File: config.mk
export PLATFORM = sky130hd
export DESIGN_NAME = fifo_arb_ctrl
export DESIGN_NICKNAME = d
export VERILOG_FILES = /design/src/rtl/fifo_arb_ctrl.sv
export SDC_FILE = /design/constraint.sdc
export NUM_CORES = 1
export LEC_CHECK = 0
export ABC_CLOCK_PERIOD_IN_PS = 4300
export CAP_MARGIN = 20
export CORE_MARGIN = 8
export CORE_UTILIZATION = 36
export CTS_CLUSTER_SIZE = 16
export DETAILED_ROUTE_END_ITERATION = 6
export PLACE_DENSITY = 0.84
export SETUP_SLACK_MARGIN = 0.3
export SLEW_MARGIN = 20
export SYNTH_ARGS = -nofsm -noshare
export SYNTH_HDL_FRONTEND = slang
export SYNTH_SLANG_ARGS = --single-unit
File: constraint.sdc
create_clock -name clk -period 4.3 [get_ports clk]
set_clock_uncertainty 0.15 [all_clocks]
set_input_delay 0.43 -clock clk [delete_from_list [all_inputs] [get_ports clk]]
set_output_delay 0.43 -clock clk [all_outputs]
set_load 0.005 [all_outputs]
File: src/rtl/fifo_arb_ctrl.sv
// Circular FIFO controller over a single-write-port reg_file.
// Two producers share the write port under round-robin arbitration.
module fifo_arb_ctrl #(
  parameter int DATA_WIDTH = 8,
  parameter int ADDR_WIDTH = 2,
  parameter int AF_LEVEL   = 3
) (
  input  logic                  clk,
  input  logic                  reset,
  input  logic                  req0,
  input  logic [DATA_WIDTH-1:0] wdata0,
  input  logic                  req1,
  input  logic [DATA_WIDTH-1:0] wdata1,
  output logic                  gnt0,
  output logic                  gnt1,
  input  logic                  rd,
  input  logic                  clr_flags,
  output logic                  wr_en,
  output logic [ADDR_WIDTH-1:0] w_addr,
  output logic [ADDR_WIDTH-1:0] r_addr,
  output logic [DATA_WIDTH-1:0] w_data,
  output logic                  full,
  output logic                  empty,
  output logic                  almost_full,
  output logic [ADDR_WIDTH:0]   count,
  output logic                  ovf,
  output logic                  udf
);

  localparam logic [ADDR_WIDTH:0] DEPTH =
    (ADDR_WIDTH+1)'(1) << ADDR_WIDTH;
  localparam logic [ADDR_WIDTH:0] AF =
    (ADDR_WIDTH+1)'(AF_LEVEL);

  logic [ADDR_WIDTH-1:0] w_ptr;
  logic [ADDR_WIDTH-1:0] r_ptr;
  logic                  prio;
  logic                  can_wr;
  logic                  do_rd;

  assign full        = (count == DEPTH);
  assign empty       = (count == '0);
  assign almost_full = (count >= AF);

  assign can_wr = !full && !reset;
  assign gnt0   = can_wr && req0 && (!req1 || !prio);
  assign gnt1   = can_wr && req1 && (!req0 || prio);
  assign wr_en  = gnt0 | gnt1;
  assign do_rd  = rd && !empty;
  assign w_addr = w_ptr;
  assign r_addr = r_ptr;

  always_comb begin
    w_data = '0;
    unique case (1'b1)
      gnt0:    w_data = wdata0;
      gnt1:    w_data = wdata1;
      default: w_data = '0;
    endcase
  end

  always_ff @(posedge clk) begin
    if (reset) begin
      w_ptr <= '0;
      r_ptr <= '0;
      count <= '0;
      prio  <= 1'b0;
      ovf   <= 1'b0;
      udf   <= 1'b0;
    end else begin
      if (wr_en) begin
        w_ptr <= w_ptr + ADDR_WIDTH'(1);
        prio  <= gnt0;
      end
      if (do_rd)
        r_ptr <= r_ptr + ADDR_WIDTH'(1);
      if (wr_en && !do_rd)
        count <= count + (ADDR_WIDTH+1)'(1);
      else if (!wr_en && do_rd)
        count <= count - (ADDR_WIDTH+1)'(1);
      // a set event in the same cycle beats clr_flags
      ovf <= ((req0 | req1) && full) || (ovf && !clr_flags);
      udf <= (rd && empty) || (udf && !clr_flags);
    end
  end

endmodule

==> run_1/clock_wires.png <==
Scale bar: 20 um.
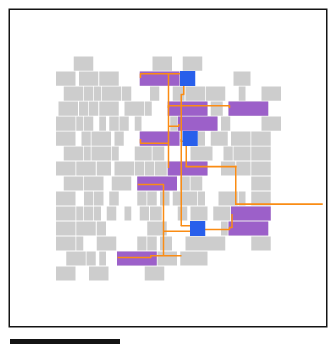
[clock wires] orange | length: 158 um
[clock-net drivers] blue | count: 3
[flip-flops] purple | count: 10
routed clock nets: 4

==> run_1/m3.png <==
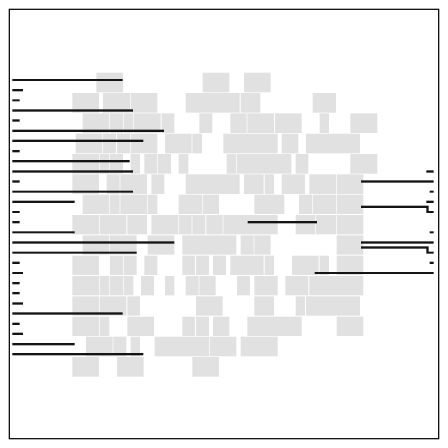
main direction: horizontal
nets with wire on the layer: 38

==> run_1/layers.png <==
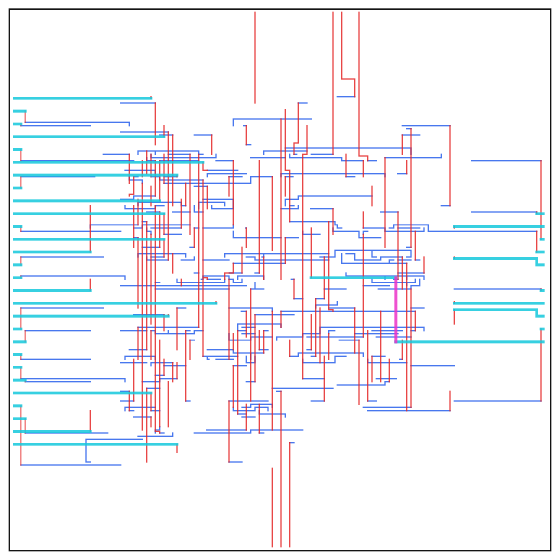
[M3] cyan | wire length: 286 um
[M2] red | wire length: 772 um
[M4] magenta | wire length: 6.80 um
[M1] blue | wire length: 842 um

==> run 1: worst min-delay path: stages, from the launching register on <==
cell and delay [ns]:
dfxtp_1 0.31, nand2b_1 0.06, a21oi_1 0.06
==> run 1: final timing paths <==
| path | slack, ns | cells after the start | endpoint |
|---|---|---|---|
| setup / recovery | 1.25 | 5 | w_data[7] |
| hold / removal | 0.32 | 2 | ovf$_SDFF_PP0_ |
| hold reg to reg | 0.32 | 2 | ovf$_SDFF_PP0_ |
| setup reg to reg | 1.78 | 9 | count[2]$_SDFFE_PP0P_ |
==> run 1: power by group <==
part           total, mW  switching (mW)  leakage, nW  internal (mW)
clock network     0.0842          0.0329       0.0210         0.0514
logic              0.285           0.112        0.324          0.173
registers          0.158          0.0365       0.0825          0.121
total              0.528           0.181        0.428          0.346
==> summary.txt, run 1 <==
The run has ended; figures from its reports follow.

The run finished with clean final reports. The insertion delay at the late pin of the worst-skew pair is between 0.2 and 0.3 ns. Post-CTS repair changed the size of 0 cells. The count of placed standard cells including taps came out at approximately 140. The fraction of layout cells with a size suffix above 1 is 0.0556. The cell class ranked first by area is non-clock buffers. The critical path goes through clkdlybuf4s50_1 -> a21boi_1 -> nand2_1 -> a21oi_1 -> clkdlybuf4s50_1. Ranked by instance count, the synthesized netlist is headed by a21oi_1, dfxtp_1, nand2_1.

The synthesized netlist was found by Yosys to have approximately 82 cells. The via count is 720. The number of buffers on the longest clock path came out at 2. Of all flip-flops after synthesis, the portion carrying an async set or reset was 0.

In this run, the synthesized area fraction spent on adder and majority cells is recorded as 0.0530. The met1 wire length is 842 um. The detailed placement HPWL came out at 1.54 mm. The net count reported at finish is around 150. The number of multi-input combinational cells in the layout is 66.

The category of the most critical setup path is in2out. The number of setup violations in the final report is 0. The die boundary height is approximately 57 um.

The number of cells produced by synthesis came out at 82. The area share of xor/xnor cells in the synthesized design is 0.0570. The area of the mapped netlist came out at 614 um^2. The share of the Yosys chip area taken by registers is 0.326. The post-detailed-routing wire length is 1.91 mm. The number of global-route vias before repair is 764.

The flop count came out at 10. The most crowded layer after global routing is met2. The launch point of the worst register-to-register path is recorded as count[0]$_SDFFE_PP0P_. The slew at the pin closest to its max-slew limit came out at about 0.55 ns. The final count of hold timing violations is 0. The fraction of cell area in sequential cells is reported as 0.183.

The worst path meets setup with ~1.2 ns of slack. The horizontal die dimension came out at 57.3 um. The total met2 wirelength after detailed routing came out at 772 um. The complex-gate fraction of the synthesized area came out at 0.236. The proportion of final cell area spent on non-clock buffers is 0.403. The total of warnings raised by yosys came out at 0.

The average instance area after synthesis came out at 7.49 um^2. The register containing the most flip-flops in the final layout is count. The worst hold slack came out at 0.323 ns. The total area inside the core boundary comes to 1670 um^2. The largest net degree at the start of global routing is 16.

The layout clock buffer count came out at 4. The worst slack at placement came out at 1.25 ns. The worst hold path begins at ovf$_SDFF_PP0_. The final sum of negative setup slack is 0 ns. Summing all non-filler instances in the final layout gives an area of 1090 um^2. The number of synthesized flops with an enable pin came out at 0. The flow reported a cell area power density of 482 nW/um^2. The number of unique standard cell types used by synthesis is 26. The worst setup path is launched from an input pin. The sum of met3 wire segment lengths after detailed routing is 285 um.

After synthesis, the cell types taking the most area are dfxtp_1, a21oi_1, nand3_1. The kind of path behind the tightest hold check is reg2reg.
==> run 1 -> run 2 <==
--- a/config.mk
+++ b/config.mk
@@ -5,13 +5,13 @@
 export SDC_FILE = /design/constraint.sdc
 export NUM_CORES = 1
 export LEC_CHECK = 0
-export ABC_CLOCK_PERIOD_IN_PS = 4300
+export ABC_CLOCK_PERIOD_IN_PS = 2800
 export CAP_MARGIN = 20
 export CORE_MARGIN = 8
-export CORE_UTILIZATION = 36
+export CORE_UTILIZATION = 30
 export CTS_CLUSTER_SIZE = 16
 export DETAILED_ROUTE_END_ITERATION = 6
-export PLACE_DENSITY = 0.84
+export PLACE_DENSITY = 0.75
 export SETUP_SLACK_MARGIN = 0.3
 export SLEW_MARGIN = 20
 export SYNTH_ARGS = -nofsm -noshare
==> constraint.sdc (replaced) <==
create_clock -name clk -period 2.8 [get_ports clk]
set_clock_uncertainty 0.15 [all_clocks]
set_input_delay 0.28 -clock clk [delete_from_list [all_inputs] [get_ports clk]]
set_output_delay 0.28 -clock clk [all_outputs]
set_load 0.005 [all_outputs]
==> run_2/closeup.png <==
Region (11, 11) to (51, 51) um. Cells in grey, sequential cells in the stronger grey; small squares are vias.
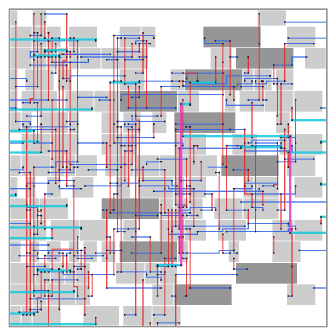
[M3] cyan
[M1] blue
[M4] magenta
[M2] red
most frequent: clkdlybuf4s50_1 (33), a21oi_1 (14), nand2_1 (9)
netlist names of flops here include: count (3), r_addr (2), w_addr (2)
sequential cells in the window: 10
cells with their middle in the window: 121

==> summary.txt, run 2 <==
The run has ended; figures from its reports follow.

After global routing, the most crowded layer is met2. The total net switching power came out at 293 uW. Traced cell by cell, the critical path runs through clkdlybuf4s50_1 -> buf_4 -> a21boi_1 -> buf_4 -> nand2_1 -> a21oi_1 -> clkdlybuf4s50_1. The group that draws the most power in this run is combinational logic.

The area fraction in full adders, half adders and majority gates came out at 0.0530. The area share of xor/xnor cells in the synthesized design came out at 0.0570. The fraction of layout cells with a size suffix above 1 is 0.130.

The number of synthesized flops with an enable pin is 0. The number of buffers on the longest clock path is 2. The horizontal die dimension is 61.3 um. The finished layout cell area came out at 1170 um^2. The worst setup path is launched from an input pin. The detailed router reports a met2 wire length of ~930 um. The post-detailed-routing wire length came out at 2.16 mm. The number of unique standard cell types used by synthesis came out at 26.

The part of the power in combinational logic is 0.564. The total of warnings raised by yosys came out at 0. A synthesized cell averages 7.49 um^2. The largest net degree at the start of global routing came out at 15. The final sum of negative setup slack came out at 0 ns.

The post-layout worst setup margin is 0.422 ns. The worst hold slack came out at 0.340 ns. The clock group total power is approximately 130 uW. The number of cell instances on the worst register-to-register path is 9. The via count came out at about 800. The area of the placeable core came out at 1940 um^2. The register with the most flip-flops in the final layout is count. The combinational logic power came out at 476 uW. In this run the worst hold path is classified as reg2reg. The sequential share of the synthesized area came out at 0.326.

The power report attributes to the clock group a share of 0.155. The net count reported at finish is 156. The final timing report lists a hold violation count of 0. In the synthesized netlist, the cells that appear most often are a21oi_1, dfxtp_1, nand2_1. The flow ran to the end, and the final reports show no timing, DRC or antenna violations.
run 2: area by class of cell:
type / instances / area, um^2
tap: 27 / 33.8
inverter: 2 / 10.0
timing repair buffer: 49 / 485
sequential: 10 / 203
multi-input combinational: 66 / 404
clock buffer: 4 / 36.3
fill: 190 / 769
run 2: path summary, 6_finish.rpt:
kind | endpoint | startpoint | slack (ns)
worst max-delay path | w_data[4] | req0 | 0.42
worst min-delay path | ovf$_SDFF_PP0_ | ovf$_SDFF_PP0_ | 0.34
worst max register to register | count[2]$_SDFFE_PP0P_ | count[2]$_SDFFE_PP0P_ | 0.44
worst min register to register | ovf$_SDFF_PP0_ | ovf$_SDFF_PP0_ | 0.34
==> run 2 -> run 3 <==
--- a/config.mk
+++ b/config.mk
@@ -5,13 +5,13 @@
 export SDC_FILE = /design/constraint.sdc
 export NUM_CORES = 1
 export LEC_CHECK = 0
-export ABC_CLOCK_PERIOD_IN_PS = 2800
+export ABC_CLOCK_PERIOD_IN_PS = 2400
 export CAP_MARGIN = 20
 export CORE_MARGIN = 8
-export CORE_UTILIZATION = 30
+export CORE_UTILIZATION = 33
 export CTS_CLUSTER_SIZE = 16
 export DETAILED_ROUTE_END_ITERATION = 6
-export PLACE_DENSITY = 0.75
+export PLACE_DENSITY = 0.78
 export SETUP_SLACK_MARGIN = 0.3
 export SLEW_MARGIN = 20
 export SYNTH_ARGS = -nofsm -noshare
==> constraint.sdc (replaced) <==
create_clock -name clk -period 2.4 [get_ports clk]
set_clock_uncertainty 0.15 [all_clocks]
set_input_delay 0.24 -clock clk [delete_from_list [all_inputs] [get_ports clk]]
set_output_delay 0.24 -clock clk [all_outputs]
set_load 0.005 [all_outputs]
==> run_3/m3.png <==
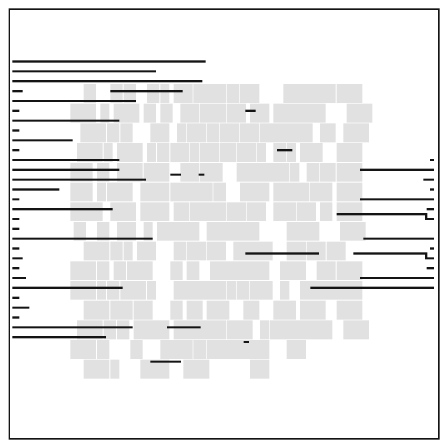
nets with wire on the layer: 47
longest straight run: 26.4 um
wire length on this layer: 371 um
main direction: horizontal

==> summary.txt, run 3 <==
The run has ended; figures from its reports follow.

The run finished with clean final reports. The share of total power in the clock network came out at 0.136. The number of setup violations in the final report is 0. The timing report gives the worst reg2reg path a setup slack of between 0.2 and 0.25 ns. The cell leakage power is 0.628 nW. The clock group total power is 155 uW. The largest net degree at the start of global routing is 10. The buffer and inverter count on the worst path came out at 3.

The number of synthesized flops with an enable pin is 0. Of the synthesized area, sequential elements account for 0.326. The startpoint of the lowest-slack hold path is req1.

The total met2 wirelength after detailed routing is 1.09 mm. The average instance area after synthesis is 7.49 um^2. The worst register-to-register path ends at count[2]$_SDFFE_PP0P_. The met3 global-route usage came out at 0.0911. The number of detailed-route iterations in the first pass came out at 4. By count the netlist is led by a21oi_1, dfxtp_1, nand2_1. The total net switching power came out at 393 uW. The worst hold path was traced through 3 stages. The switching portion of total power is 0.345. Setup slack closes at 0.211 ns. The met1 wire length came out at 944 um. Hold is met by 0.249 ns. Summing over the stages, the warning tally comes to 29.

The number of gates resized after CTS was 16. The routed layout has 871 vias. The global router's overall resource usage came out at 0.139. The largest area contributor in the netlist is dfxtp_1. The number of routed nets with antenna violations came out at 0.

In the layout the commonest cells are clkdlybuf4s50_1, buf_4, a21oi_1. For the pin with the worst max-slew slack, the measured transition is about 0.4 ns. TritonCTS built the clock tree. The number of global-route vias before repair came out at 938. The wire length of the first global-routing pass came out at around 3.8 mm. The category of the most critical setup path is reg2reg.

The critical path goes through or3b_4 -> inv_4 -> nor3_4 -> ha_2 -> buf_4 -> buf_4 -> xor2_1 -> or3_1 -> a21oi_2. The area of the placeable core is 1750 um^2. The global router reports that the layer with the highest usage is met2. The power after layout came out at 1.14 mW. The startpoint identified for the worst register-to-register timing path is count[0]$_SDFFE_PP0P_. The internal portion of the total power is 747 uW.

Timing analysis after detailed placement gives a worst setup slack of -0.0558 ns. Per report_power, the Sequential row totals 284 uW. The cell count after synthesis came out at between 80 and 90. The top power consumer group is combinational logic. The register with the most flip-flops in the final layout is count. The sum of met3 wire segment lengths after detailed routing is 370 um. The number of cell instances on the worst register-to-register path is 9. The total overflow reported by the global router is 0. The worst hold path terminates at prio$_SDFFE_PP0P_. Per the summary, power density relative to cell area is approximately 850 nW/um^2.

The most common cell in the synthesized netlist is a21oi_1. The number of unique standard cell types used by synthesis is 26. The total of warnings raised by yosys came out at 0. The number of cells in the yosys synthesis report came out at 82. The largest incremental delay on the critical path came out at 0.41 ns. The final count of hold timing violations is 0. Of the total power, registers draw 0.249.

The startpoint of the most critical setup path is count[0]$_SDFFE_PP0P_. The final layout reports a setup TNS of 0 ns. The worst setup path is launched from a flip-flop.

The die boundary height came out at 59.1 um. After clock tree synthesis, the setup repair step added 9 buffers. Subtracting the final worst setup slack from the clock period gives 2.19 ns. The fraction of layout cells with a size suffix above 1 came out at 0.336. Among logic cells in the layout, the one with the most instances is clkdlybuf4s50_1. The share of total power dissipated in combinational logic is 0.615. In the post-route report, total wirelength is listed as 2.48 mm.

The horizontal die dimension is 59.1 um. The main area contributors are dfxtp_1, a21oi_1, nand3_1. The clock reaches the later pin of the worst-skew pair after 0.28 ns.

The maximum operating frequency is roughly 460 MHz. For reference, the critical path is captured by count[2]$_SDFFE_PP0P_. The count of cell instances traversed by the critical path came out at 9.

For the combinational group, total power comes out at about 700 uW. Counting every net in the synthesized netlist gives between 100 and 150. The final weighted congestion in routability-driven placement is 0.776. The most critical min-delay path falls under in2reg. The area of the mapped netlist is 614 um^2.

The detailed placement HPWL is 1.77 mm. The post-synthesis async set-or-reset flop share is 0. The DRC violation count after routing is 0.

The number of buffers on the longest clock path came out at 2. After the last flow step, the layout net total stands at 177.
[run 3: cell counts after synthesis]
No cell type changed its count.
[run 3: cell families after synthesis]
logic type	count (synthesis)	share of synthesized area
simple gates	34	0.265
compound gates	25	0.236
flops	10	0.326
buf+inv	6	0.0468
xor+xnor	4	0.0570
fa+ha+maj	2	0.0530
mux	1	0.0163
[run 3: metrics by stage]
stage	cells	area, um^2
2_1_floorplan	82	634
3_3_place_gp	153	1130
3_5_place_dp	153	1130
4_1_cts	167	1260
5_1_grt	177	1350
6_report	177	1350
[run 3: area by class of cell]
type                            instances  area [um^2]
Clock buffer                            4         36.3
Fill cell                             135          400
Inverter                                2         10.0
Multi-Input combinational cell         67          445
Sequential cell                        10          211
Tap cell                               25         31.3
Timing Repair Buffer                   69          611
Power and IR drop assume default switching activity.
